[src/rtl/mem_stage.sv]
// mem_stage: memory-access pipeline stage between execute and writeback.
//   Consumes exec_mem_* registers. Issues loads/stores on a req/ack data bus,
//   positions store data on byte lanes, extracts and extends load data, and
//   produces mem_wb_* registers.
// Ports:
//   clk, rst              clock, synchronous active-high reset
//   exec_mem_*            upstream pipeline register outputs (held while mem_stall)
//   dbus_req/we/addr/be/wdata  registered bus request, stable until dbus_ack
//   dbus_ack, dbus_rdata  bus completion and read data
//   mem_stall             combinational upstream hold
//   mem_wb_*              registered writeback-stage inputs; mem_wb_fault pulses
module mem_stage #(
  parameter int unsigned ACK_TIMEOUT = 255
) (
  input  logic        clk,
  input  logic        rst,
  input  logic        exec_mem_writeback,
  input  logic        exec_mem_link,
  input  logic        exec_mem_mem_w,
  input  logic        exec_mem_mem_r,
  input  logic        exec_mem_mem_rdu,
  input  logic        exec_mem_mem_byte,
  input  logic        exec_mem_mem_hwrd,
  input  logic        exec_mem_mem_wrd,
  input  logic [5:0]  exec_mem_rd,
  input  logic [31:0] exec_mem_alu_result,
  input  logic [31:0] exec_mem_mem_wdata,
  output logic        dbus_req,
  output logic        dbus_we,
  output logic [31:0] dbus_addr,
  output logic [3:0]  dbus_be,
  output logic [31:0] dbus_wdata,
  input  logic        dbus_ack,
  input  logic [31:0] dbus_rdata,
  output logic        mem_stall,
  output logic        mem_wb_writeback,
  output logic        mem_wb_link,
  output logic [5:0]  mem_wb_rd,
  output logic [31:0] mem_wb_result,
  output logic        mem_wb_fault
);

  localparam logic [0:0] S_IDLE = 1'b0;
  localparam logic [0:0] S_REQ  = 1'b1;

  localparam bit         TO_EN   = (ACK_TIMEOUT != 0);
  localparam logic [7:0] TO_LAST = 8'(ACK_TIMEOUT - 1);

  logic [0:0] state;
  logic [7:0] cnt;

  // Size decode: anything not cleanly byte or halfword is handled as a word.
  logic       op, sz_b, sz_h, aligned, timeout_hit;
  logic [1:0] off;
  logic [3:0] be_c;
  logic [3:0][7:0] st_lanes, ld_lanes;
  logic [15:0] ld_h;
  logic [31:0] ld_ext;

  assign op   = exec_mem_mem_r | exec_mem_mem_w;
  assign off  = exec_mem_alu_result[1:0];
  assign sz_b = exec_mem_mem_byte & ~exec_mem_mem_hwrd & ~exec_mem_mem_wrd;
  assign sz_h = exec_mem_mem_hwrd & ~exec_mem_mem_byte & ~exec_mem_mem_wrd;

  assign aligned = sz_b | (sz_h & ~off[0]) | (~sz_b & ~sz_h & (off == 2'd0));

  assign be_c = sz_b ? (4'b0001 << off) :
                sz_h ? (4'b0011 << off) : 4'b1111;

  // Store lanes: byte replicated x4, halfword x2, word as is.
  for (genvar i = 0; i < 4; i++) begin : g_lane
    assign st_lanes[i] = sz_b ? exec_mem_mem_wdata[7:0] :
                         sz_h ? exec_mem_mem_wdata[8*(i%2) +: 8] :
                                exec_mem_mem_wdata[8*i +: 8];
  end

  assign ld_lanes = dbus_rdata;
  assign ld_h     = off[1] ? dbus_rdata[31:16] : dbus_rdata[15:0];

  always_comb begin
    ld_ext = dbus_rdata;
    if (sz_b)
      ld_ext = {{24{ld_lanes[off][7] & ~exec_mem_mem_rdu}}, ld_lanes[off]};
    else if (sz_h)
      ld_ext = {{16{ld_h[15] & ~exec_mem_mem_rdu}}, ld_h};
  end

  assign timeout_hit = TO_EN && (cnt == TO_LAST);

  // In REQ the stall drops on the ack or timeout cycle so the next upstream
  // instruction is accepted on the same edge that retires this access.
  assign mem_stall = (state == S_IDLE) ? (op & aligned) : (~dbus_ack & ~timeout_hit);

  always_ff @(posedge clk) begin
    if (rst) begin
      state            <= S_IDLE;
      cnt              <= '0;
      dbus_req         <= 1'b0;
      dbus_we          <= 1'b0;
      dbus_addr        <= '0;
      dbus_be          <= '0;
      dbus_wdata       <= '0;
      mem_wb_writeback <= 1'b0;
      mem_wb_link      <= 1'b0;
      mem_wb_rd        <= '0;
      mem_wb_result    <= '0;
      mem_wb_fault     <= 1'b0;
    end else begin
      case (state)
        S_IDLE: begin
          if (op && aligned) begin
            state            <= S_REQ;
            cnt              <= '0;
            dbus_req         <= 1'b1;
            dbus_we          <= exec_mem_mem_w;
            dbus_addr        <= {exec_mem_alu_result[31:2], 2'b00};
            dbus_be          <= be_c;
            dbus_wdata       <= st_lanes;
            mem_wb_writeback <= 1'b0;
            mem_wb_fault     <= 1'b0;
          end else begin
            // Non-op passes through; misaligned op becomes a faulting bubble.
            mem_wb_writeback <= exec_mem_writeback & ~op;
            mem_wb_link      <= exec_mem_link;
            mem_wb_rd        <= exec_mem_rd;
            mem_wb_result    <= exec_mem_alu_result;
            mem_wb_fault     <= op;
          end
        end
        default: begin
          if (dbus_ack) begin
            state            <= S_IDLE;
            dbus_req         <= 1'b0;
            mem_wb_writeback <= exec_mem_writeback;
            mem_wb_link      <= exec_mem_link;
            mem_wb_rd        <= exec_mem_rd;
            mem_wb_result    <= exec_mem_mem_w ? exec_mem_alu_result : ld_ext;
            mem_wb_fault     <= 1'b0;
          end else if (timeout_hit) begin
            state            <= S_IDLE;
            dbus_req         <= 1'b0;
            mem_wb_writeback <= 1'b0;
            mem_wb_link      <= exec_mem_link;
            mem_wb_rd        <= exec_mem_rd;
            mem_wb_result    <= exec_mem_alu_result;
            mem_wb_fault     <= 1'b1;
          end else begin
            cnt              <= cnt + 8'd1;
            mem_wb_writeback <= 1'b0;
            mem_wb_fault     <= 1'b0;
          end
        end
      endcase
    end
  end

endmodule

[config.mk]
export PLATFORM = sky130hd
export DESIGN_NAME = mem_stage
export DESIGN_NICKNAME = d
export VERILOG_FILES = /design/src/rtl/mem_stage.sv
export SDC_FILE = /design/constraint.sdc
export NUM_CORES = 1
export LEC_CHECK = 0
export ABC_AREA = 1
export CORE_MARGIN = 5
export CORE_UTILIZATION = 30
export CTS_CLUSTER_DIAMETER = 150
export CTS_CLUSTER_SIZE = 16
export DETAILED_ROUTE_END_ITERATION = 8
export GPL_ROUTABILITY_DRIVEN = 0
export PLACE_DENSITY_LB_ADDON = 0.1
export SYNTH_ARGS = -nofsm -noshare
export SYNTH_HDL_FRONTEND = slang
export SYNTH_SLANG_ARGS = --single-unit
[constraint.sdc]
create_clock -name clk -period 2.2 [get_ports clk]
set_input_delay 0.44 -clock clk [delete_from_list [all_inputs] [get_ports clk]]
set_output_delay 0.44 -clock clk [all_outputs]
set_load 0.05 [all_outputs]
==> run notes <==
yosys + openroad results -> Tcrit/Tclk final 97.0%, met2 usage 30.0%, Post-synth mux share 0%, Worst Tran Pin Value 0.585 ns, Register-to-Register Path Depth 12, total leakage power 4.27 nW, drt first-iter violations 425, outcome completed, combined area of all synthesized cells 6260 µm², Antenna Violating Nets Remaining 0, worst slack, placed -0.120 ns, largest net degree at the start of global routing 59, final-report max-slew violation count 0, largest fanout of any net on the critical path 3, highest signal layer in the routed design met4, count of warnings emitted by yosys 0, Synth logic family simple AND/OR/NAND/NOR gates, endpoints failing setup 0, Async S/R FF share, synth 0%, fa+ha+maj area frac 1.20%, logic depth of the worst path, buffers included 8, CTS tree built, OpenROAD warning count 30, worst reg2reg endpoint mem_wb_result[27], crit end category primary output, placed cell count 1,475, met3 routed wirelength 1360 µm, buffering overhead 29.6%, number of standard cells after synthesis 987, cell breakdown of the critical path clkdlybuf4s50_1, inv_2, ha_2, nand2_2, nand3_2, nand2_4, nand2_4, buf_6, WL met2 10,700 µm, post-synth cell types 35, Max Cap Violations 0, worst-skew pair later-pin latency 0.42 ns, P&R area growth vs syn 55.8%, cell with the most instances on the worst path sky130_fd_sc_hd__nand2_4, yosys synthesis chip area 6260 µm², area fraction in compound gates 12.9%, met1 GRT Util 27.1%, number of multi-input combinational cells in the layout 738, RSZ-0062 raised after global routing no, max_slew headroom 60.8%, clock input transition at the sequential cells of the worst setup and hold paths 0.05 ns, Max Buffers Root-to-Sink 2, estimated wirelength of the detail-placed design 17,900 µm, number of cells traversed by the worst hold path 2, Overflow after GRT 0, worst clock skew 0.00572 ns, data required time of the critical path 1.76 ns, cell group occupying the most layout area multi-input combinational cells, number of clock buffer instances in the layout 20, post-synth tally of flip-flops with integrated enable 0, Hold EP mem_wb_rd[1], Registers, synthesis 118, total clock buffers created by CTS 17, Root Driver sky130_fd_sc_hd__clkbuf_16, r2r startpoint cnt[0], number of buffers inserted for hold repair after clock tree synthesis 0, first-pass GRT wire length 36,200 µm, cell class contributing the biggest share of worst-path delay buffers and inverters
==> state kept, by name, indices dropped and copies added, names as in the netlist <==
signal,count
dbus_wdata,32
state,1
mem_wb_fault,1
mem_wb_writeback,1
mem_wb_link,1
dbus_be,4
dbus_req,1
dbus_addr,30
dbus_we,1
mem_wb_result,32
mem_wb_rd,6
cnt,8
==> stage by stage <==
step	instance area, µm²	power, mW	utilization (%)
final	9750	7.46	47.9
after global routing	9750	7.81	47.9
after CTS	9730	7.55	47.8
after detailed placement	9130	4.71	44.8
after global placement	9130	4.71	44.8
after floorplan	6260	3.79	-
==> where the power goes <==
part / switching [mW] / internal (mW)
sequential: 0.103 / 2.34
clock: 0.986 / 1.81
combinational: 1.38 / 0.839
total: 2.47 / 4.99
==> how the worst max path moves through the flow <==
stage	endpoint
CTS	mem_stall
global route	mem_stall
finish	mem_stall
floorplan	mem_stall
global placement	mem_stall
detailed placement	mem_stall
==> Yosys cell counts, types with 2 or more instances <==
master / n / area share [%]
sky130_fd_sc_hd__a21oi_1: 33 / 2.6
sky130_fd_sc_hd__nand3_2: 2 / 0.32
sky130_fd_sc_hd__inv_2: 4 / 0.24
sky130_fd_sc_hd__inv_1: 59 / 3.5
sky130_fd_sc_hd__o21ai_0: 111 / 8.9
sky130_fd_sc_hd__nand2_4: 2 / 0.36
sky130_fd_sc_hd__ha_1: 6 / 1.2
sky130_fd_sc_hd__nor3_1: 5 / 0.40
sky130_fd_sc_hd__dfxtp_1: 118 / 38
sky130_fd_sc_hd__nand3_1: 80 / 6.4
sky130_fd_sc_hd__buf_2: 32 / 2.6
sky130_fd_sc_hd__buf_6: 2 / 0.36
sky130_fd_sc_hd__nand2_1: 228 / 14
sky130_fd_sc_hd__buf_1: 4 / 0.24
sky130_fd_sc_hd__buf_4: 9 / 1.1
sky130_fd_sc_hd__xnor2_1: 2 / 0.28
sky130_fd_sc_hd__or2_2: 25 / 2.5
sky130_fd_sc_hd__nor2_2: 2 / 0.20
sky130_fd_sc_hd__o21ai_1: 8 / 0.64
sky130_fd_sc_hd__nand2_2: 2 / 0.20
sky130_fd_sc_hd__nand4_1: 13 / 1.3
sky130_fd_sc_hd__clkbuf_1: 20 / 1.2
sky130_fd_sc_hd__nor2_1: 208 / 12
==> cell families after synthesis <==
family          count (synthesis)
other cells                     1
compound gates                158
fa+ha+maj                       6
buf+inv                       132
simple gates                  569
xor+xnor                        3
flops                         118
==> cells in the final DEF, fill, tap and decap left out, drive strengths merged <==
cell | synthesis | layout
nand3 | 82 | 82
o211ai | 1 | 1
nor3 | 6 | 6
o221ai | 1 | 1
nor2 | 211 | 211
o22ai | 1 | 1
buf | 47 | 67
clkbuf | 20 | 20
conb | 1 | 2
clkinvlp | 0 | 2
bufinv | 0 | 3
a21oi | 34 | 34
o21a | 1 | 1
o21bai | 1 | 1
dfxtp | 118 | 118
xnor2 | 2 | 2
nand2 | 232 | 232
diode | 0 | 1
nand4 | 13 | 13
ha | 6 | 6
inv | 64 | 64
or2 | 25 | 25
xor2 | 1 | 1
clkdlybuf4s50 | 0 | 219
o21ai | 119 | 119
clkinv | 1 | 6
congestion.png
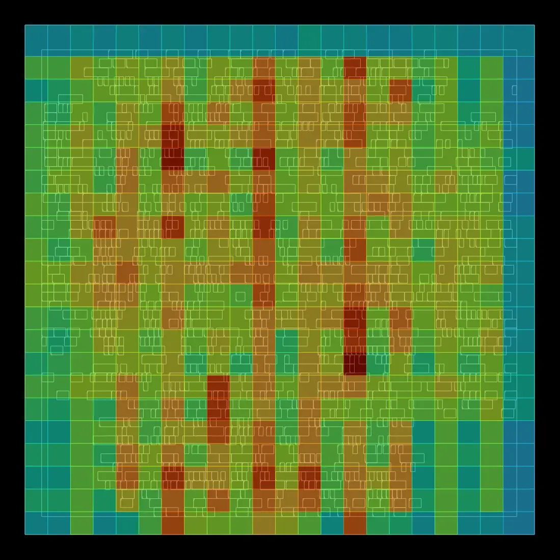
global routing usage on met3: 4.89%
layer with the highest usage after global routing: met2
global-route usage over all layers: 19.4%

placement_by_type.png
The bar under the picture is 50 µm long.
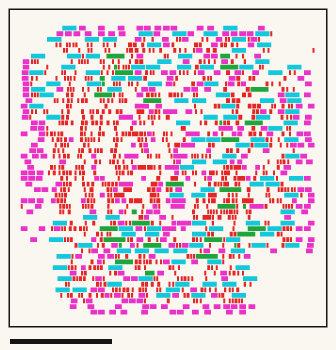
cyan -> sequential cells  # cells 118, share of their area 25%
red -> combinational and other logic  # cells 803, share of their area 38%
green -> clock drivers and dummy loads  # cells 30, share of their area 6.2%
magenta -> remaining buffers and delay cells  # cells 286, share of their area 31%
post-route core utilization: 47.9%
area of the placeable core: 20,400 µm²
share of the final layout cell area in sequential cells: 24.2%
number of placement rows: 52

io_fan.png
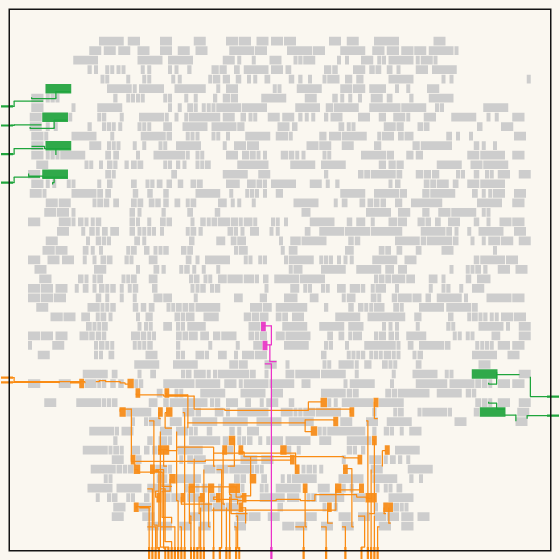
magenta -> exec_mem_mem_wrd  # direction input, edge bottom, end cells 2, wire 70.6 µm
green -> mem_wb_rd  # direction output, edge 4 left, 2 right, end cells 6, wire 136 µm
orange -> exec_mem_mem_wdata  # direction input, edge 30 bottom, 2 left, end cells 48, wire 1,230 µm
Port-buffer cells: 222
boundary pin count: 225

metal_density.png
The bar under the picture is 50 µm long. 31 x 31 tiles, from dark purple (low) to yellow (high), scaled to the fullest tile. Values are wire area over tile area, all layers added.
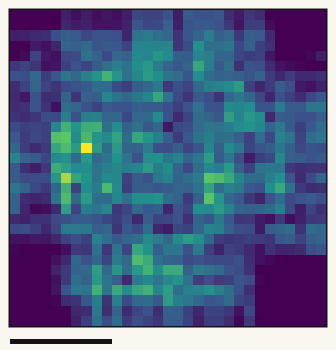
emptiest ninth of the die = lower right
mean over tiles = 0.16
nearly empty tiles = 13%
WL per Instance: 15.7 µm
WL final: 23,600 µm
detailed-route via count: 6,924

Power is estimated from default activity; no workload was simulated.
